Run 1, PDN straps and rails:
Scale bar: 50 um. Pins as bars on the die edge.
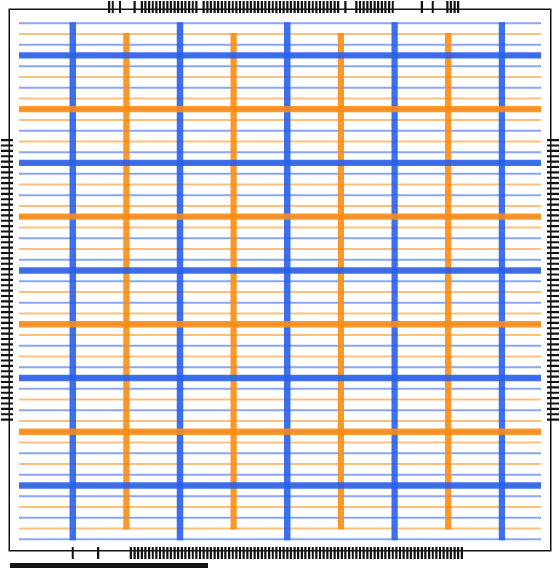
Run 1, cells coloured by class:
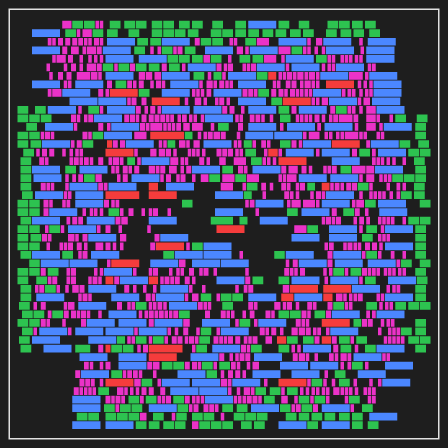
Run 1, clock distribution:
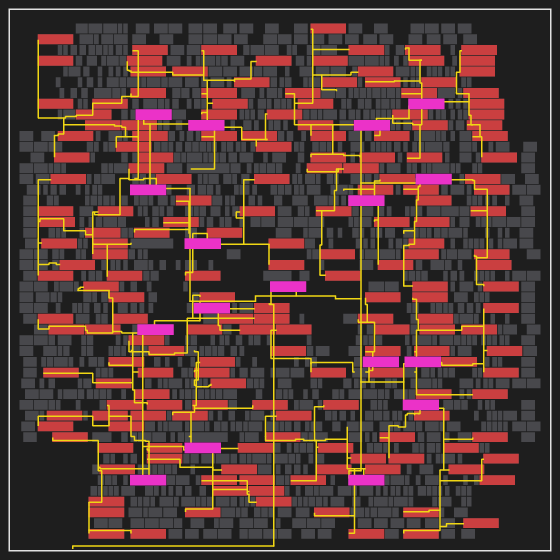
Run 1, metal layers overlaid:
Scale bar: 50 um.
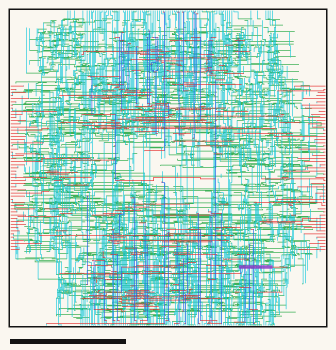
<file path="config.mk">
export PLATFORM = sky130hd
export DESIGN_NAME = spi_cmd_ctrl
export DESIGN_NICKNAME = d
export VERILOG_FILES = /design/src/rtl/spi_cmd_ctrl.sv
export SDC_FILE = /design/constraint.sdc
export NUM_CORES = 1
export LEC_CHECK = 0
export ABC_AREA = 1
export CORE_MARGIN = 2
export CORE_UTILIZATION = 50
export CTS_CLUSTER_DIAMETER = 100
export DETAILED_ROUTE_END_ITERATION = 16
export PLACE_DENSITY = 0.88
export SYNTH_ARGS = -nofsm -noshare
export SYNTH_HDL_FRONTEND = slang
export SYNTH_SLANG_ARGS = --single-unit
</file>
<file path="constraint.sdc">
create_clock -name clk -period 4.1 [get_ports clk]
set_input_delay 1.23 -clock clk [delete_from_list [all_inputs] [get_ports clk]]
set_output_delay 1.23 -clock clk [all_outputs]
set_load 0.05 [all_outputs]
</file>
<file path="src/rtl/spi_cmd_ctrl.sv">
// spi_cmd_ctrl: decodes each complete 32-bit SPI frame into a register write
// or read for the quad stepper, and latches the response word that the SPI
// slave shifts out during the next CS frame.
//
// Ports:
//   clk, rst_n   system clock, asynchronous active-low reset
//   cs           raw chip select (active low), synchronised internally
//   rx_data      received frame; rx_ready is the frame-complete level
//   tx_data      response word, loaded by the slave at CS fall
//   velocity     per-axis signed velocity, axis i at [i*VEL_W +: VEL_W]
//   axis_en      per-axis enable
//   vel_update   one-cycle pulse per axis when its velocity is written
//   pos_in       per-axis position from the step generators
//   err_count    saturating count of bad commands and short frames
module spi_cmd_ctrl #(
    parameter int unsigned DATA_LEN = 32,
    parameter int unsigned NUM_AXES = 4,
    parameter int unsigned VEL_W    = 24
) (
    input  logic                      clk,
    input  logic                      rst_n,
    input  logic                      cs,
    input  logic [DATA_LEN-1:0]       rx_data,
    input  logic                      rx_ready,
    output logic [DATA_LEN-1:0]       tx_data,
    output logic [NUM_AXES*VEL_W-1:0] velocity,
    output logic [NUM_AXES-1:0]       axis_en,
    output logic [NUM_AXES-1:0]       vel_update,
    input  logic [NUM_AXES*VEL_W-1:0] pos_in,
    output logic [7:0]                err_count
);

    localparam int unsigned SEQ_W = 4;
    localparam int unsigned ERR_W = 8;
    localparam int unsigned FLD_W = 24;
    localparam logic [3:0]  OP_NOP   = 4'h0;
    localparam logic [3:0]  OP_WR    = 4'h1;
    localparam logic [3:0]  OP_RD    = 4'h2;
    localparam logic [3:0]  ADDR_EN  = 4'h8;
    localparam logic [3:0]  ADDR_POS = 4'hC;

    typedef enum logic [1:0] {ST_SYNC, ST_IDLE, ST_EXEC, ST_DONE} state_t;

    state_t                r_state;
    state_t                w_next;
    logic                  r_cs_s1, r_cs_s2, r_cs_d;
    logic                  r_rdy, r_rdy_d;
    logic                  r_got_frame;
    logic [DATA_LEN-1:0]   r_cmd;
    logic [SEQ_W-1:0]      r_seq;
    logic [ERR_W-1:0]      r_err_cnt;
    logic [DATA_LEN-1:0]   r_tx;
    logic [VEL_W-1:0]      r_vel [NUM_AXES];
    logic [NUM_AXES-1:0]   r_en;
    logic [NUM_AXES-1:0]   r_vel_upd;

    logic                  w_cs_rise, w_cs_fall, w_rdy_rise;
    logic [3:0]            w_op, w_addr;
    logic [FLD_W-1:0]      w_data;
    logic                  w_latch, w_short, w_exec, w_err, w_en_we;
    logic [NUM_AXES-1:0]   w_vel_we;
    logic [FLD_W-1:0]      w_rsp;

    assign w_cs_rise  = r_cs_s2 & ~r_cs_d;
    assign w_cs_fall  = ~r_cs_s2 & r_cs_d;
    assign w_rdy_rise = r_rdy & ~r_rdy_d;
    assign w_op       = r_cmd[31:28];
    assign w_addr     = r_cmd[27:24];
    assign w_data     = r_cmd[23:0];

    // State register
    always_ff @(posedge clk or negedge rst_n) begin
        if (!rst_n) r_state <= ST_SYNC;
        else        r_state <= w_next;
    end

    // Next state, frame qualification and command decode
    always_comb begin
        w_next   = r_state;
        w_latch  = 1'b0;
        w_short  = 1'b0;
        w_exec   = 1'b0;
        w_err    = 1'b0;
        w_en_we  = 1'b0;
        w_vel_we = '0;
        w_rsp    = '0;
        unique case (r_state)
            ST_SYNC: if (r_cs_s2) w_next = ST_IDLE;
            ST_IDLE: begin
                if (w_rdy_rise) begin
                    w_next  = ST_EXEC;
                    w_latch = 1'b1;
                end else if (w_cs_rise && !r_got_frame) begin
                    w_short = 1'b1;
                end
            end
            ST_EXEC: begin
                w_next = ST_DONE;
                w_exec = 1'b1;
                unique case (w_op)
                    OP_NOP: ;
                    OP_WR: begin
                        if (w_addr == ADDR_EN) begin
                            w_en_we = 1'b1;
                        end else begin
                            w_err = 1'b1;
                            for (int i = 0; i < NUM_AXES; i++) begin
                                if (w_addr == 4'(i)) begin
                                    w_vel_we[i] = 1'b1;
                                    w_err       = 1'b0;
                                end
                            end
                        end
                    end
                    OP_RD: begin
                        if (w_addr == ADDR_EN) begin
                            w_rsp = FLD_W'(r_en);
                        end else begin
                            w_err = 1'b1;
                            for (int i = 0; i < NUM_AXES; i++) begin
                                if (w_addr == 4'(i)) begin
                                    w_rsp = FLD_W'(r_vel[i]);
                                    w_err = 1'b0;
                                end
                                if (w_addr == 4'(ADDR_POS + 4'(i))) begin
                                    w_rsp = FLD_W'(pos_in[i*VEL_W +: VEL_W]);
                                    w_err = 1'b0;
                                end
                            end
                        end
                    end
                    default: w_err = 1'b1;
                endcase
            end
            ST_DONE: if (r_cs_s2) w_next = ST_IDLE;
            default: w_next = ST_SYNC;
        endcase
    end

    // CS synchroniser and edge-detect pipelines; sync flops reset low so a
    // frame in progress at reset release is held off until CS really rises.
    always_ff @(posedge clk or negedge rst_n) begin
        if (!rst_n) begin
            r_cs_s1 <= 1'b0;
            r_cs_s2 <= 1'b0;
            r_cs_d  <= 1'b0;
            r_rdy   <= 1'b0;
            r_rdy_d <= 1'b0;
        end else begin
            r_cs_s1 <= cs;
            r_cs_s2 <= r_cs_s1;
            r_cs_d  <= r_cs_s2;
            r_rdy   <= rx_ready;
            r_rdy_d <= r_rdy;
        end
    end

    // Command latch, register file, response word and error counter
    always_ff @(posedge clk or negedge rst_n) begin
        if (!rst_n) begin
            r_got_frame <= 1'b0;
            r_cmd       <= '0;
            r_seq       <= '0;
            r_err_cnt   <= '0;
            r_tx        <= '0;
            r_en        <= '0;
            r_vel_upd   <= '0;
            for (int i = 0; i < NUM_AXES; i++) r_vel[i] <= '0;
        end else begin
            r_vel_upd <= w_vel_we;
            if (w_cs_fall)    r_got_frame <= 1'b0;
            else if (w_latch) r_got_frame <= 1'b1;
            if (w_latch) r_cmd <= rx_data;
            if (w_exec) begin
                r_tx  <= {r_seq, w_err, w_op[2:0], w_rsp};
                r_seq <= r_seq + SEQ_W'(1);
            end
            for (int i = 0; i < NUM_AXES; i++) begin
                if (w_vel_we[i]) r_vel[i] <= w_data[VEL_W-1:0];
            end
            if (w_en_we) r_en <= w_data[NUM_AXES-1:0];
            if ((w_short || w_err) && (r_err_cnt != {ERR_W{1'b1}}))
                r_err_cnt <= r_err_cnt + ERR_W'(1);
        end
    end

    for (genvar g = 0; g < NUM_AXES; g++) begin : g_vel
        assign velocity[g*VEL_W +: VEL_W] = r_vel[g];
    end

    assign tx_data    = r_tx;
    assign axis_en    = r_en;
    assign vel_update = r_vel_upd;
    assign err_count  = r_err_cnt;

endmodule

</file>
==> impl_metrics.py, run 1 <==
# Generated from Yosys and OpenROAD reports
metrics = {
    "status": {
        "status": "finished, final reports clean",
    },
    "synthesis": {
        "async_flop_share": 1.00,
        "yosysUniqueCellTypes": 36,
        "yosys_warnings": 0,
        "ys_top_logic_family": "simple AND/OR/NAND/NOR gates",
        "synth_flops": 188,
        "top_area_cell": "dfrtp_1",
        "synthCells": 1092,
        "synth-xor-area-share": 0.00896,
        "adder_share": 0.00711,
        "synth-compound-area-share": 0.131,
        "postSynthSeqShare": 0.535,
        "synth-edff-count": 0,
        "top_area_frac": 0.535,
        "ys_area_mm2": 0.00879,
        "ys_cells": 1092,
        "fp_nets": 1229,
        "synthMuxAreaShare": 0.00768,
    },
    "layout": {
        "comb_area_mm2": 0.00335,
        "buf_share": 0.232,
        "comb.multi_input.count": 722,
        "largest_cell_class": "registers",
        "utilization": 0.714,
        "clkCellAreaFrac": 0.0497,
        "inverters": 133,
        "finish.instance_area_mm2": 0.0123,
        "sh_seq_area": 0.382,
        "nets": 1485,
        "flops": 188,
        "sh_comb_area": 0.273,
        "buffers": 286,
    },
    "placed_design": {
        "dp.cells": 1554,
        "dp_worst_setup_slack_ns": 1.42,
        "port_buffers": 275,
        "dp_hpwl_um": 21900,
    },
    "setup_path": {
        "crit_slowest_cell": "clkdlybuf4s50_1",
        "cp.required_ns": 2.87,
        "endpoint": "velocity[61]",
        "start_kind": "register",
        "max_stage_delay_ns": 0.84,
        "cp.depth": 1,
        "worstSetupEndpointType": "output pin",
        "crit_path_start": "velocity[61]",
        "critPathTopFamily": "buffers and inverters",
        "cp_cell_sequence": "clkdlybuf4s50_1",
        "r2r_setup_slack_ns": 1.37,
        "reg2regPathDepth": 9,
        "cp_num_buf_inv": 1,
    },
    "global_routing": {
        "use_met2": 0.503,
        "grt_pass1_vias": 8452,
        "grt_max_degree": 82,
        "grtUsageMet3": 0.0715,
    },
    "clock_tree": {
        "cts_buffer_depth": 2,
        "cts_setup_buffers": 0,
        "clock_sinks": 188,
        "cts_tree": "yes",
        "cts_buffers": 17,
        "ctsHoldBuffers": 0,
    },
    "power_and_ir_drop": {
        "maxPowerGroup": "combinational cells",
        "internal-power_mw": 4.46,
        "vdd_drop_max_v": 0.000323,
        "p_seq_mw": 2.81,
        "p_switching_mw": 3.78,
        "combPwrFrac": 0.448,
        "seqPwrFrac": 0.341,
        "power_mw": 8.23,
        "comb_cell_power_mw": 3.69,
    },
    "die": {
        "die_w_um": 137,
        "io_pins": 276,
        "well_tap_count": 225,
        "initial_core_util": 0.510,
        "die_h_um": 137,
        "core_mm2": 0.0172,
    },
    "sta": {
        "tightest_slew_ns": 1.18,
        "period_minus_slack_ns": 2.97,
        "slew_violations": 0,
        "post-route-period-util": 0.724,
        "setup_ws_ns": 1.13,
        "finalHoldViolCount": 0,
        "fin_tns_setup_ns": 0,
        "setup_viol": 0,
        "rsz0062_at_grt": "false",
        "worst_slew_margin_rel": 0.214,
    },
    "drt": {
        "wl_met2_um": 13800,
        "vias_per_cell": 5.49,
        "dr.pass1.iters": 5,
        "routed.top_layer": "met5",
        "vias": 8705,
        "ant_nets": 0,
        "drtIter0Drc": 834,
        "wl_met1_um": 12200,
    },
    "job": {
        "warnings": 28,
    },
    "min_path": {
        "min_delay_worst_endpoint": "r_cs_s2",
        "hold_depth": 0,
        "min_from": "r_cs_s1",
    },
}
About 'PDN straps and rails':
VSS: drawn in blue. VDD: drawn in orange.
9 straps on met5. The core has 48 rows. 276 signal pins sit on the boundary. 49 met1 rails follow the rows.

About 'cells coloured by class':
all other logic: drawn in magenta, cells 855. flops: drawn in blue, cells 188. other buffers and delay cells: drawn in green, cells 286. clock drivers and dummy loads: drawn in red, cells 32.

About 'clock distribution':
clock wires: drawn in yellow, length 2150 um. flip-flops: drawn in red, count 188. cells driving clock nets: drawn in magenta, count 17.
Position of the flops: widely spread. There are 18 routed clock nets.
Max Clock Skew: 0.00878 ns
clk ins delay skew pair: 0.44 ns
proportion of power drawn by the clock network: 0.210
Clk power: 1.73 mW

About 'metal layers overlaid':
met5: drawn in purple, wire length 12.9 um. met2: drawn in cyan, wire length 13800 um. met1: drawn in green, wire length 12200 um. met4: drawn in blue, wire length 1480 um. met3: drawn in red, wire length 2810 um.
drt wl/cell: 19.1 um
GRT Total Usage: 0.327
final wirelength: 30300 um

==> run 1: sequential cells by signal, indices dropped and copies added (netlist names) <==
name,cells
r_got_frame,1
r_cmd,32
r_rdy_d,1
tx_data,32
axis_en,4
r_rdy,1
velocity,96
vel_update,4
r_cs_s2,1
r_cs_s1,1
err_count,8
r_state,2
r_seq,4
r_cs_d,1
==> run 1: Yosys cell counts, types with 4 or more instances <==
library cell and instances:
a21oi_1 47, buf_2 18, buf_4 6, clkbuf_1 21, dfrtp_1 188, ha_1 5, inv_1 125, inv_2 6
mux2_2 6, nand2_1 306, nand2_2 4, nand3_1 32, nand4_1 18, nor2_1 97, nor2_2 5, o21ai_0 140
o21ai_1 12, o21bai_1 4, o22ai_1 14, or2_2 5, xor2_1 8
--- run 2 (diff from run 1) ---
- CORE_UTILIZATION: 50 -> 42
- PLACE_DENSITY: 0.88 -> 0.79
- clock period: 4.1 -> 2.71 ns (I/O delays scaled with it)
Run 2, PDN straps and rails:
Scale bar: 50 um. Pins as bars on the die edge.
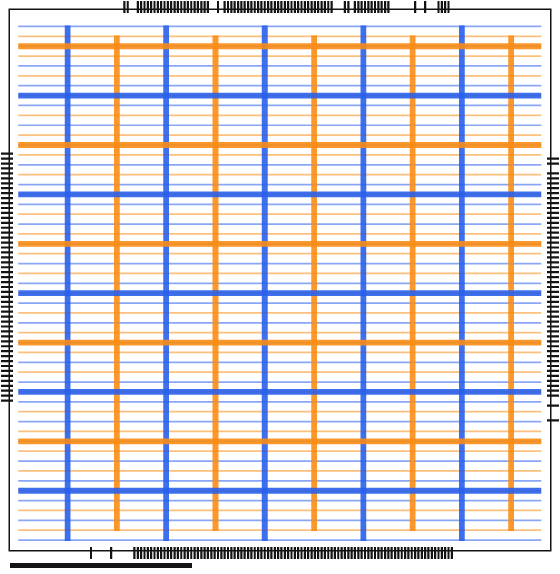
VDD: drawn in orange. VSS: drawn in blue.
276 signal pins sit on the boundary. 10 straps on met4. The core has 52 rows.
Core ar.: 0.0204 mm2
Max VDD drop: 0.000567 V
DIE WIDTH: 149 um

==> impl_metrics.py, run 2 <==
# Generated from Yosys and OpenROAD reports
metrics = {
    "synthesis": {
        "yosysUniqueCellTypes": 36,
        "common_cells": "nand2_1 (306), dfrtp_1 (188), o21ai_0 (140)",
        "synth_flops": 188,
        "fp_nets": 1229,
        "synthCells": 1092,
        "yosys_warnings": 0,
        "ys_cells": 1092,
        "ff_type": "dfrtp_1",
        "postSynthSeqShare": 0.535,
        "synth-edff-count": 0,
        "top_area_frac": 0.535,
        "synth.most_common_cell": "nand2_1",
        "ys_area_mm2": 0.00879,
        "synthesis.area_mm2": 0.00879,
        "area_leaders": "dfrtp_1 (54%), nand2_1 (13%), o21ai_0 (8.0%), inv_1 (5.3%), nor2_1 (4.1%)",
        "async_flop_share": 1.00,
        "avgSynthCellArea_um2": 8.05,
        "top_area_cell": "dfrtp_1",
    },
    "global_routing": {
        "top_usage_layer": "met2",
        "grt_max_degree": 65,
        "met1_usage": 0.390,
        "use_met2": 0.424,
        "antenna_found_initial": 0,
        "grt_use_total": 0.277,
        "grt_pass1_wl_um": 46300,
        "grtUsageMet3": 0.0531,
        "grt_pass1_vias": 8125,
        "grt-ovfl-total": 0,
    },
    "setup_path": {
        "reg2regPathDepth": 9,
        "cp_num_buf_inv": 1,
        "crit_slowest_cell": "clkdlybuf4s50_1",
        "crit_path_start": "err_count[2]",
        "r2r-end": "tx_data[17]",
        "start_kind": "register",
        "cp.required_ns": 1.90,
        "r2r_setup_slack_ns": 0.60,
        "critPathArrivalTime_ns": 1.74,
        "reg2reg_from": "r_state[0]",
        "cp_cell_sequence": "clkdlybuf4s50_1",
        "endpoint": "err_count[2]",
        "setup.worst_path.class": "register to output pin",
        "cp_max_fo": 6,
        "cp.depth": 1,
        "max_stage_delay_ns": 0.85,
        "worstSetupEndpointType": "output pin",
        "critPathTopFamily": "buffers and inverters",
    },
    "layout": {
        "areaGrowthSynthToFinish_pct": 42.2,
        "layout_top_cell": "nand2_1",
        "utilization": 0.614,
        "drive_gt1_frac": 0.0641,
        "final_cell_mix": "nand2_1 (306), clkdlybuf4s50_1 (274), dfrtp_1 (188)",
        "largest_reg_flops": 96,
        "nets": 1497,
        "nFillCells": 1742,
        "stdcell_count": 1645,
        "finish.instance_area_mm2": 0.0125,
    },
    "status": {
        "status": "finished, final reports clean",
    },
    "sta": {
        "rsz0062_at_grt": "false",
        "post-route-period-util": 0.943,
        "finalHoldViolCount": 0,
        "skew_ns": 0.0106,
        "worst_hold_slack_ns": 0.279,
        "slew_violations": 0,
        "worst_slew_margin_rel": 0.486,
        "period_minus_slack_ns": 2.56,
        "setup_ws_ns": 0.155,
        "fin_tns_setup_ns": 0,
        "fmax_mhz": 391,
        "tightest_slew_ns": 0.770,
        "setup_viol": 0,
    },
    "clock_tree": {
        "cts_setup_buffers": 0,
        "clk_pin_slew_worst_paths_ns": 0.08,
        "clock_latency_ns": 0.44,
        "ctsHoldBuffers": 0,
        "postCtsResizedCells": 0,
        "cts_buffer_depth": 2,
        "cts-root-buf": "clkbuf_16",
        "clock_sinks": 188,
        "htreeDepth": 4,
        "cts_buffers": 17,
        "cts_tree": "yes",
    },
    "power_and_ir_drop": {
        "p_clk_mw": 2.58,
        "swShare": 0.459,
        "power_mw": 12.4,
        "combPwrFrac": 0.452,
        "power_density_mw_per_mm2": 995,
        "seqPwrFrac": 0.340,
        "maxPowerGroup": "combinational cells",
        "internal-power_mw": 6.73,
        "p_seq_mw": 4.24,
        "comb_cell_power_mw": 5.63,
        "p_leak_nw": 5.74,
        "power_frac_clock": 0.207,
        "p_switching_mw": 5.72,
    },
    "drt": {
        "drtIter0Drc": 882,
        "wl_per_cell_um": 18.4,
        "wl_met2_um": 13700,
        "dr.pass1.iters": 7,
        "vias_per_cell": 5.15,
        "routed.top_layer": "met4",
        "wl_um": 30300,
        "wl_met3_um": 2650,
        "vias": 8471,
        "drc": 0,
        "wl_met1_um": 12800,
        "ant_nets": 0,
    },
    "die": {
        "initial_core_util": 0.432,
        "chipArea_mm2": 0.0221,
        "std_cell_rows": 52,
        "io_pins": 276,
    },
    "placed_design": {
        "dp.cells": 1611,
        "dp_worst_setup_slack_ns": 0.632,
        "post_dp_cell_area_mm2": 0.0119,
        "dp_hpwl_um": 22600,
        "gp_congestion": 0.934,
        "port_buffers": 275,
    },
    "job": {
        "warnings": 28,
        "drv_cap": 0,
    },
    "min_path": {
        "hold_path.class": "primary input to asynchronous set/reset pin",
    },
}
-- run 2: kinds of logic after synthesis --
kind of cell,after synthesis,share of synthesized area
simple gates,480,0.224
compound gates,222,0.131
flops,188,0.535
buf+inv,182,0.0857
xor+xnor,9,0.00896
mux,6,0.00768
fa+ha+maj,5,0.00711
-- run 2: final cells by class --
class / count / area (um2) / share of cell area
inverters: 133 / 502 / 0.0401
well taps: 270 / 338 / 0.0270
diodes: 2 / 5.00 / 0.000400
flip-flops and latches: 188 / 4700 / 0.376
clock inverters: 14 / 171 / 0.0137
repair buffers: 298 / 3000 / 0.240
clock buffers: 18 / 429 / 0.0343
multi-input cells: 722 / 3350 / 0.268
Power and IR drop assume default switching activity.
